[src/rtl/bird_physics.sv]
// Fixed-point vertical physics for the player bird.
// Steps once per frame tick; IDLE/FLY/DEAD life-cycle.
module bird_physics #(
  parameter int Y_W     = 10,
  parameter int FRAC_W  = 4,
  parameter int V_W     = 10,
  parameter int Y_INIT  = 240,
  parameter int Y_MIN   = 16,
  parameter int Y_MAX   = 463,
  parameter int GRAVITY = 4,
  parameter int FLAP_V  = 64,
  parameter int TERM_V  = 96
) (
  input  logic                  clk,
  input  logic                  rst,
  input  logic                  tick,
  input  logic                  freeze,
  input  logic                  flap,
  input  logic                  restart,
  output logic [Y_W-1:0]        bird_y,
  output logic signed [V_W-1:0] bird_vy,
  output logic [1:0]            state,
  output logic                  ground_hit
);

  localparam int P_W = Y_W + FRAC_W;
  localparam int S_W = P_W + 2;

  localparam logic [1:0] S_IDLE = 2'b00;
  localparam logic [1:0] S_FLY  = 2'b01;
  localparam logic [1:0] S_DEAD = 2'b10;

  localparam logic [P_W-1:0] POS_INIT = P_W'(Y_INIT << FRAC_W);
  localparam logic [P_W-1:0] POS_MIN  = P_W'(Y_MIN << FRAC_W);
  localparam logic [P_W-1:0] POS_MAX  = P_W'(Y_MAX << FRAC_W);

  localparam logic signed [S_W-1:0] LIM_MIN = S_W'(Y_MIN << FRAC_W);
  localparam logic signed [S_W-1:0] LIM_MAX = S_W'(Y_MAX << FRAC_W);

  localparam logic signed [V_W:0]   GRAV_X = (V_W+1)'(GRAVITY);
  localparam logic signed [V_W:0]   TERM_X = (V_W+1)'(-TERM_V);
  localparam logic signed [V_W-1:0] FLAP_X = V_W'(FLAP_V);

  logic [P_W-1:0]        pos;
  logic signed [V_W-1:0] vy;
  logic                  flap_q;
  logic                  pending;

  logic                  rise;
  logic                  flap_eff;
  logic                  do_step;
  logic signed [V_W:0]   vy_dec;
  logic signed [V_W-1:0] vy_n;
  logic signed [S_W-1:0] pos_sum;
  logic [P_W-1:0]        nxt_pos;
  logic signed [V_W-1:0] nxt_vy;
  logic                  die;

  assign rise     = flap & ~flap_q;
  assign flap_eff = pending | (rise & ~freeze);
  assign do_step  = (state == S_FLY) |
                    ((state == S_IDLE) & flap_eff);

  // Next velocity/position for a physics step, with clamps.
  always_comb begin
    vy_dec  = $signed({vy[V_W-1], vy}) - GRAV_X;
    vy_n    = (vy_dec < TERM_X) ? TERM_X[V_W-1:0]
                                : vy_dec[V_W-1:0];
    if (flap_eff) vy_n = FLAP_X;
    pos_sum = $signed({2'b00, pos}) +
              $signed({{(S_W-V_W){vy_n[V_W-1]}}, vy_n});
    nxt_pos = pos_sum[P_W-1:0];
    nxt_vy  = vy_n;
    die     = 1'b0;
    unique case (1'b1)
      (pos_sum >= LIM_MAX): begin
        nxt_pos = POS_MAX;
        nxt_vy  = '0;
      end
      (pos_sum <= LIM_MIN): begin
        nxt_pos = POS_MIN;
        nxt_vy  = '0;
        die     = 1'b1;
      end
      default: ;
    endcase
  end

  // State, flap capture and physics registers.
  always_ff @(posedge clk) begin
    if (rst) begin
      state      <= S_IDLE;
      pos        <= POS_INIT;
      vy         <= '0;
      ground_hit <= 1'b0;
      flap_q     <= 1'b0;
      pending    <= 1'b0;
    end else begin
      flap_q     <= flap;
      ground_hit <= 1'b0;
      if (restart) begin
        state   <= S_IDLE;
        pos     <= POS_INIT;
        vy      <= '0;
        pending <= 1'b0;
      end else if (!freeze) begin
        if (tick) begin
          pending <= 1'b0;
          if (do_step) begin
            pos        <= nxt_pos;
            vy         <= nxt_vy;
            state      <= die ? S_DEAD : S_FLY;
            ground_hit <= die;
          end
        end else if (rise && state != S_DEAD) begin
          pending <= 1'b1;
        end
      end
    end
  end

  assign bird_y  = pos[P_W-1:FRAC_W];
  assign bird_vy = vy;

endmodule

[config.mk]
export PLATFORM = sky130hd
export DESIGN_NAME = bird_physics
export DESIGN_NICKNAME = d
export VERILOG_FILES = /design/src/rtl/bird_physics.sv
export SDC_FILE = /design/constraint.sdc
export NUM_CORES = 1
export LEC_CHECK = 0
export CORE_MARGIN = 3
export CORE_UTILIZATION = 45
export CTS_BUF_LIST = sky130_fd_sc_hd__clkbuf_8
export CTS_CLUSTER_SIZE = 28
export DETAILED_ROUTE_END_ITERATION = 6
export GPL_ROUTABILITY_DRIVEN = 0
export HOLD_SLACK_MARGIN = 0.08
export PLACE_DENSITY = 0.67
export SLEW_MARGIN = 20
export SYNTH_ARGS = -nofsm -noshare
export SYNTH_HDL_FRONTEND = slang
export SYNTH_SLANG_ARGS = --single-unit
[constraint.sdc]
create_clock -name clk -period 5.7 [get_ports clk]
set_clock_uncertainty 0.05 [all_clocks]
set_input_delay 0.855 -clock clk [delete_from_list [all_inputs] [get_ports clk]]
set_output_delay 0.855 -clock clk [all_outputs]
set_load 0.1 [all_outputs]
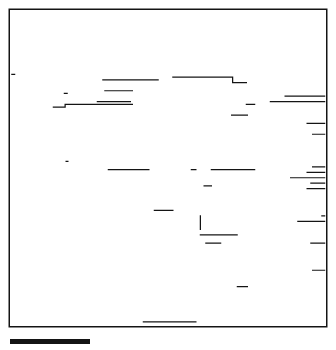
*Signal wires on met3, run 1*
Scale bar: 20 µm.
share of all routed wire = 3.6%
main direction = horizontal
wire length on this layer = 206 µm
longest straight run = 16.8 µm
nets with wire on the layer = 25

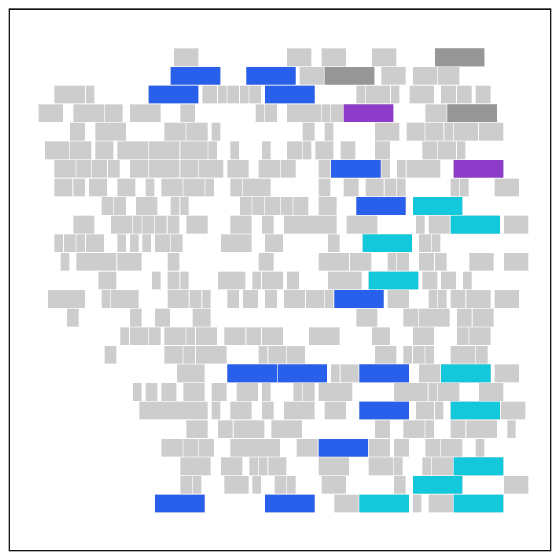
*Sequential cells coloured by netlist name, run 1*
Other sequential cells in the stronger grey, the rest of the logic in the fainter grey.
bird_vy -> cyan  # sequential cells 10
pos -> blue  # sequential cells 14
state -> purple  # sequential cells 2
not coloured = 3
Reg area: 581 µm²
Seq. pwr: 209 µW

==> impl_metrics.toml, run 1 <==
# physical design summary
[run_status]
status = "finished, final reports clean"

[power]
power.leakage_uw = 0.00103
p_sw_frac = 0.359
clockPowerShare = 0.291
p_total_uw = 560
comb_power_share = 0.337

[critical_path]
crit_slowest_cell = "nor4_4"
critPathBufInv = 2
path_class = "input pin to flop"
crit_chain = "clkdlybuf4s50_1 > nand2b_1 > o21bai_1 > or2_1 > clkinv_1 > ha_1 > a21o_1 > or4_1 > o22ai_2 > nand4b_1 > or4bb_1 > and3_4 > nor4_4 > a22o_1"
required_ns = 5.88
rr_worst_depth = 15
crit_path_end_kind = "flop"
r2r_end = "bird_vy[0]"

[yosys]
synth.largest_area_cell = "dfxtp_1"
syn-instance-count = 298
ys_async_sr_fraction = 0
yosysMostFrequentCell = "nand2_1"
mux_area_frac = 0.00417
yosys.stat.seqShare = 0.242

[final_layout]
flops = 29
antenna_cells = 0
nClkBuffers = 5
postLayoutCellArea_um2 = 2730
fill_cells = 497
final_cell_mix = "30 x nand2_1, 29 x dfxtp_1, 28 x clkdlybuf4s50_1"
areaGrowthSynthToFinish_pct = 13.9
nNonClkInverters = 11

[floorplan]
core_area_um2 = 4940
ios = 29
die-area_um2 = 6240
die_h_um = 79.0

[place]
dp_slack_ns = 0.475

[routing]
avgRoutedWirePerCell_um = 15.0
vias = 2169
via_per_inst = 5.71
drt-pass1-iter-count = 4

[global_route]
grt_use_total = 0.194
antenna_found_initial = 0
grt_max_degree = 20
grt-ovfl-total = 0

[clocking]
h-tree-depth = 2
clk_pin_slew_worst_paths_ns = 0.07
clk_latency_ns = 0.29

[worst_hold_path]
min_from = "state[0]"
min_to = "state[0]"
whs_path_depth = 2
hold_path.class = "flop to flop"

[final_timing]
max_freq_mhz = 201
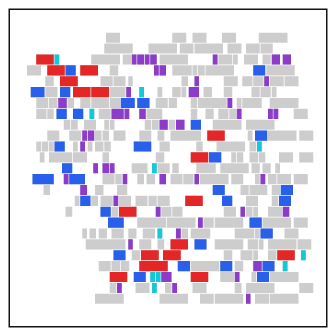
*Gate-type map, run 1*
inv cells -> cyan  # cells 11, most used inv_1
nand cells -> purple  # cells 48, most used nand2_1
fa/ha/maj cells -> red  # cells 17, most used ha_1
non-inverting ao/oa cells -> blue  # cells 32, most used a22o_1
logic share of the area: 0.603
Final Non-Filler Cells: 380
most instantiated logic cell after routing: nand2_1

[run 1: metal layers]
metal / vias to the layer above / part of all wire / track usage
met4: 0 / 0.020 / 0.0722
met3: 8 / 0.036 / 0.0306
li1: 1126 / - / -
met5: - / 0 / 0
met2: 44 / 0.42 / 0.286
met1: 991 / 0.52 / 0.283
[run 1: sequential cells by signal (all words and copies together) (netlist names)]
signal / cells
ground_hit: 1
pending: 1
flap_q: 1
bird_vy: 10
state: 2
pos: 14
[run 1: power by group through the flow]
stage | Sequential [µW] | Clock [µW] | Combinational, µW
detailed placement | 213 | 0 | 187
CTS | 209 | 165 | 187
floorplan | 217 | 0 | 148
finish | 209 | 163 | 189
global route | 209 | 180 | 207
global placement | 213 | 0 | 185
--- run 2 (diff from run 1) ---
CORE_ASPECT_RATIO = 1.75   (was default)
PLACE_DENSITY = 0.69   (was 0.67)
==> run 2 against run 1 <==
- first-iteration DRC count decreased by 20%
- power increased by 11%
- sequential power is essentially flat
- largest cell class unchanged
- largest power group is now the clock network
==> impl_metrics.toml, run 2 <==
# physical design summary
[run_status]
status = "finished, final reports clean"

[worst_hold_path]
hold_path.class = "flop to flop"

[global_route]
use_met1 = 0.211
grt_most_used_layer = "met2"
grt_max_degree = 20
grt_use_met3 = 0.0276
grt-ovfl-total = 0
grt_use_total = 0.201

[final_timing]
max_freq_mhz = 200
slew_headroom = 0.350
fin_crit_sh = 0.878

[final_layout]
nNonClkInverters = 11
regArea_um2 = 581
nClkBuffers = 6
flops = 29
logic_area_um2 = 1650
fill_cells = 495
largest_reg_flops = 14
antenna_cells = 0
areaGrowthSynthToFinish_pct = 14.9
final_cell_mix = "30 x nand2_1, 29 x dfxtp_1, 28 x clkdlybuf4s50_1"
lay_top_count = "nand2_1"
regMostFlops = "pos"

[power]
powerSeq_uw = 209
p_comb_uw = 191
power_leader = "the clock network"
power.leakage_uw = 0.00105
p_sw_frac = 0.326
comb_power_share = 0.309
pg_clk_uw = 220

[critical_path]
required_ns = 5.87
rr_worst_depth = 18
r2r_end = "bird_vy[3]"
r2r_start = "bird_vy[2]"
crit_path_end_kind = "flop"
startpoint = "flap"
path_class = "input pin to flop"

[routing]
avgRoutedWirePerCell_um = 16.3
drt-met1-wl_mm = 2.36
drt-pass1-iter-count = 4
routed-wl-met3_um = 144
top_layer_used = "met4"
dr_wl_met2_mm = 3.26

[floorplan]
ios = 29
die-area_um2 = 6280
die_h_um = 103
core_area_um2 = 5060

[clocking]
clk_latency_ns = 0.28
clk_pin_slew_worst_paths_ns = 0.06
h-tree-depth = 2

[yosys]
syn-instance-count = 298
mux_area_frac = 0.00417
ys_async_sr_fraction = 0
yosysMostFrequentCell = "nand2_1"

[place]
dp_slack_ns = 0.421
run 2: how the worst min path moves through the flow:
stage	startpoint	end	slack (ns)	cells after the start
after floorplan	pos[2]	pos[2]	0.38	2
after global placement	pos[2]	pos[2]	0.40	2
after detailed placement	state[0]	state[0]	0.42	2
after CTS	state[0]	state[0]	0.43	2
after global routing	pos[0]	pos[0]	0.47	1
final	state[0]	state[0]	0.42	2
run 2: worst max-delay path, cell delays in order:
cell and delay, ns:
clkdlybuf4s50_1 0.47, nand2b_1 0.09, o21bai_1 0.17, or2_1 0.28
clkinv_1 0.32, ha_1 0.50, a21o_1 0.23, or4_1 0.41
o22ai_2 0.15, nand4b_1 0.12, or4bb_1 0.53, and3_4 0.21
nor4_4 0.60, a22o_1 0.22
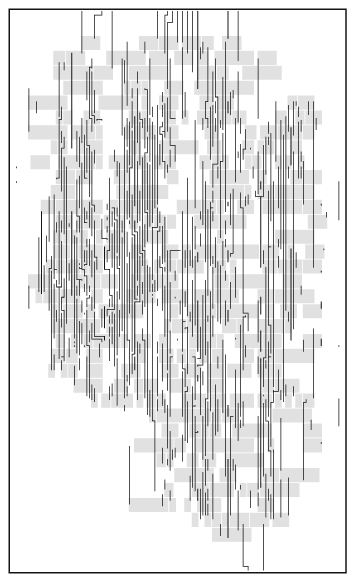
*The metal 2 layer, run 2*
wire length on this layer = 3260 µm
main direction = vertical
longest straight run = 49.3 µm
share of all routed wire = 54%
routed vias: 2230
routed wire length: 5.98 mm
grt met2 use: 0.375

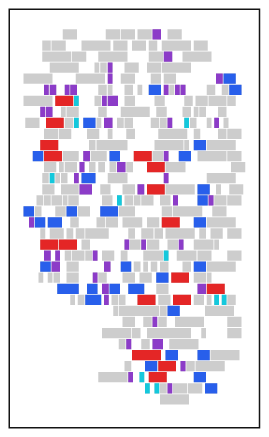
*Gate-type map, run 2*
fa/ha/maj cells -> red  # cells 17, most used ha_1
inv cells -> cyan  # cells 11, most used inv_1
nand cells -> purple  # cells 48, most used nand2_1
non-inverting ao/oa cells -> blue  # cells 32, most used a22o_1
logic share of the area: 0.598
Final Non-Filler Cells: 368

--- run 3 (diff from run 2) ---
DONT_BUFFER_PORTS = 1   (was default)
PLACE_DENSITY = 0.64   (was 0.69)
SLEW_MARGIN = 25   (was 20)
clock period = 4.6 ns   (was 5.7 ns; I/O delays follow)
==> run 3 against run 2 <==
- sequential cell count is the same
- sequential power grew 24%
- clock-buffer cell count is the same
- cell count shrank 0.27%
- global-route usage grew 0.96 points
- worst hold slack is essentially flat
- clock power grew 24%
- synthesized cell count is the same
==> impl_metrics.toml, run 3 <==
# physical design summary
[yosys]
yosysMostFrequentCell = "nand2_1"
mux_area_frac = 0.00417
synth.largest_area_cell = "dfxtp_1"
syn-instance-count = 298
yosys.stat.seqShare = 0.242

[worst_hold_path]
hold_path.class = "input pin to flop"
min_to = "flap_q"
min_from = "rst"

[final_layout]
logic_area_um2 = 1680
final_cells = 367
fill_cells = 481
nClkBuffers = 6
nNonClkInverters = 11
regMostFlops = "pos"
antenna_cells = 0
largest_reg_flops = 14
regArea_um2 = 593
areaGrowthSynthToFinish_pct = 13.7
comb_share = 0.615

[floorplan]
die_h_um = 103
core_area_um2 = 5060
ios = 29

[routing]
dr_wl_met2_mm = 3.39
via_per_inst = 6.06
drt-pass1-iter-count = 5
avgRoutedWirePerCell_um = 16.8
top_layer_used = "met4"

[global_route]
antenna_found_initial = 0
use_met1 = 0.208
grt-ovfl-total = 0
grt_use_total = 0.210
grt_most_used_layer = "met2"
grtUsageMet2 = 0.383

[critical_path]
crit_slowest_cell = "or4bb_1"
max_stage_delay_ns = 0.55
required_ns = 4.76
crit_cells = 17
r2r_start = "bird_vy[2]"
r2r_end = "bird_vy[4]"
critPathBufInv = 4
crit_chain = "inv_1 > ha_2 > buf_4 > o21bai_1 > a31oi_1 > or2_1 > clkinvlp_4 > ha_1 > a21o_1 > or4_1 > o22ai_2 > nand4b_1 > or4bb_1 > and3_4 > nor4_4 > buf_6 > a22o_1"

[power]
power.leakage_uw = 0.00109

[final_timing]
max_freq_mhz = 231
slew_headroom = 0.293
fin_crit_sh = 0.942

[clocking]
clk_latency_ns = 0.28
h-tree-depth = 2

[run_status]
status = "finished, final reports clean"
[run 3: cell counts after synthesis]
No cell type changed its count.
[run 3: kinds of logic (layout without fill, tap and decap cells)]
group | Yosys count | after routing
AOI/OAI and AO/OA | 87 | 87
DFF | 29 | 29
xor gates and xnor gates | 17 | 17
muxes | 1 | 1
adders and majority gates | 17 | 17
and+or+nand+nor | 113 | 113
buffers and inverters | 34 | 49
[run 3: timing repair]
action,4_1_cts,5_1_grt
endpoints found under the setup margin,2,26
pin swaps,0,4
setup buffers,0,2
resized,1,9
[run 3: power groups by stage]
stage / sequential, µW / clock [µW] / combinational, µW
floorplan: 268 / 0 / 183
global placement: 265 / 0 / 229
detailed placement: 265 / 0 / 230
CTS: 260 / 280 / 233
global route: 260 / 287 / 260
finish: 260 / 273 / 240
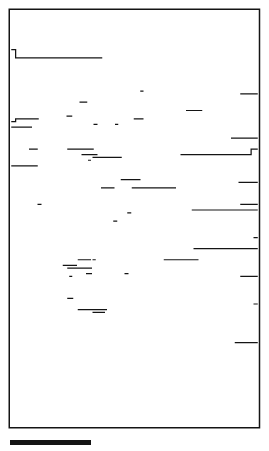
*Signal wires on met3, run 3*
Scale bar: 20 µm.
main direction = horizontal
share of all routed wire = 3.3%
longest straight run = 21.2 µm
routed vias: 2223
met3 usage: 0.0301
routed wire length: 6.16 mm

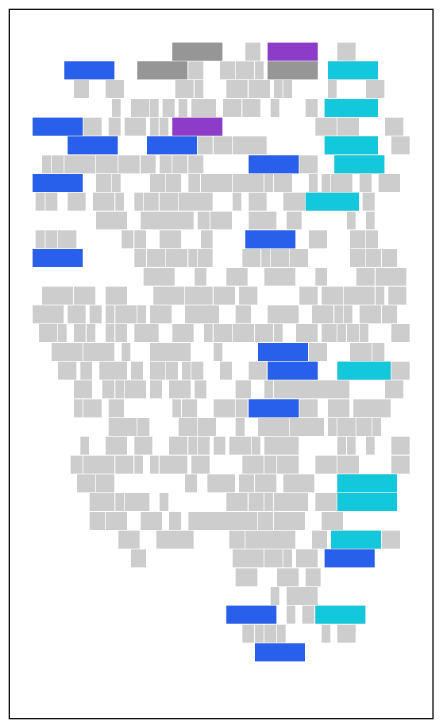
*Sequential cells coloured by netlist name, run 3*
Other sequential cells in the stronger grey, the rest of the logic in the fainter grey.
pos -> blue  # sequential cells 14
state -> purple  # sequential cells 2
bird_vy -> cyan  # sequential cells 10
not coloured = 3

Power and IR drop assume default switching activity.
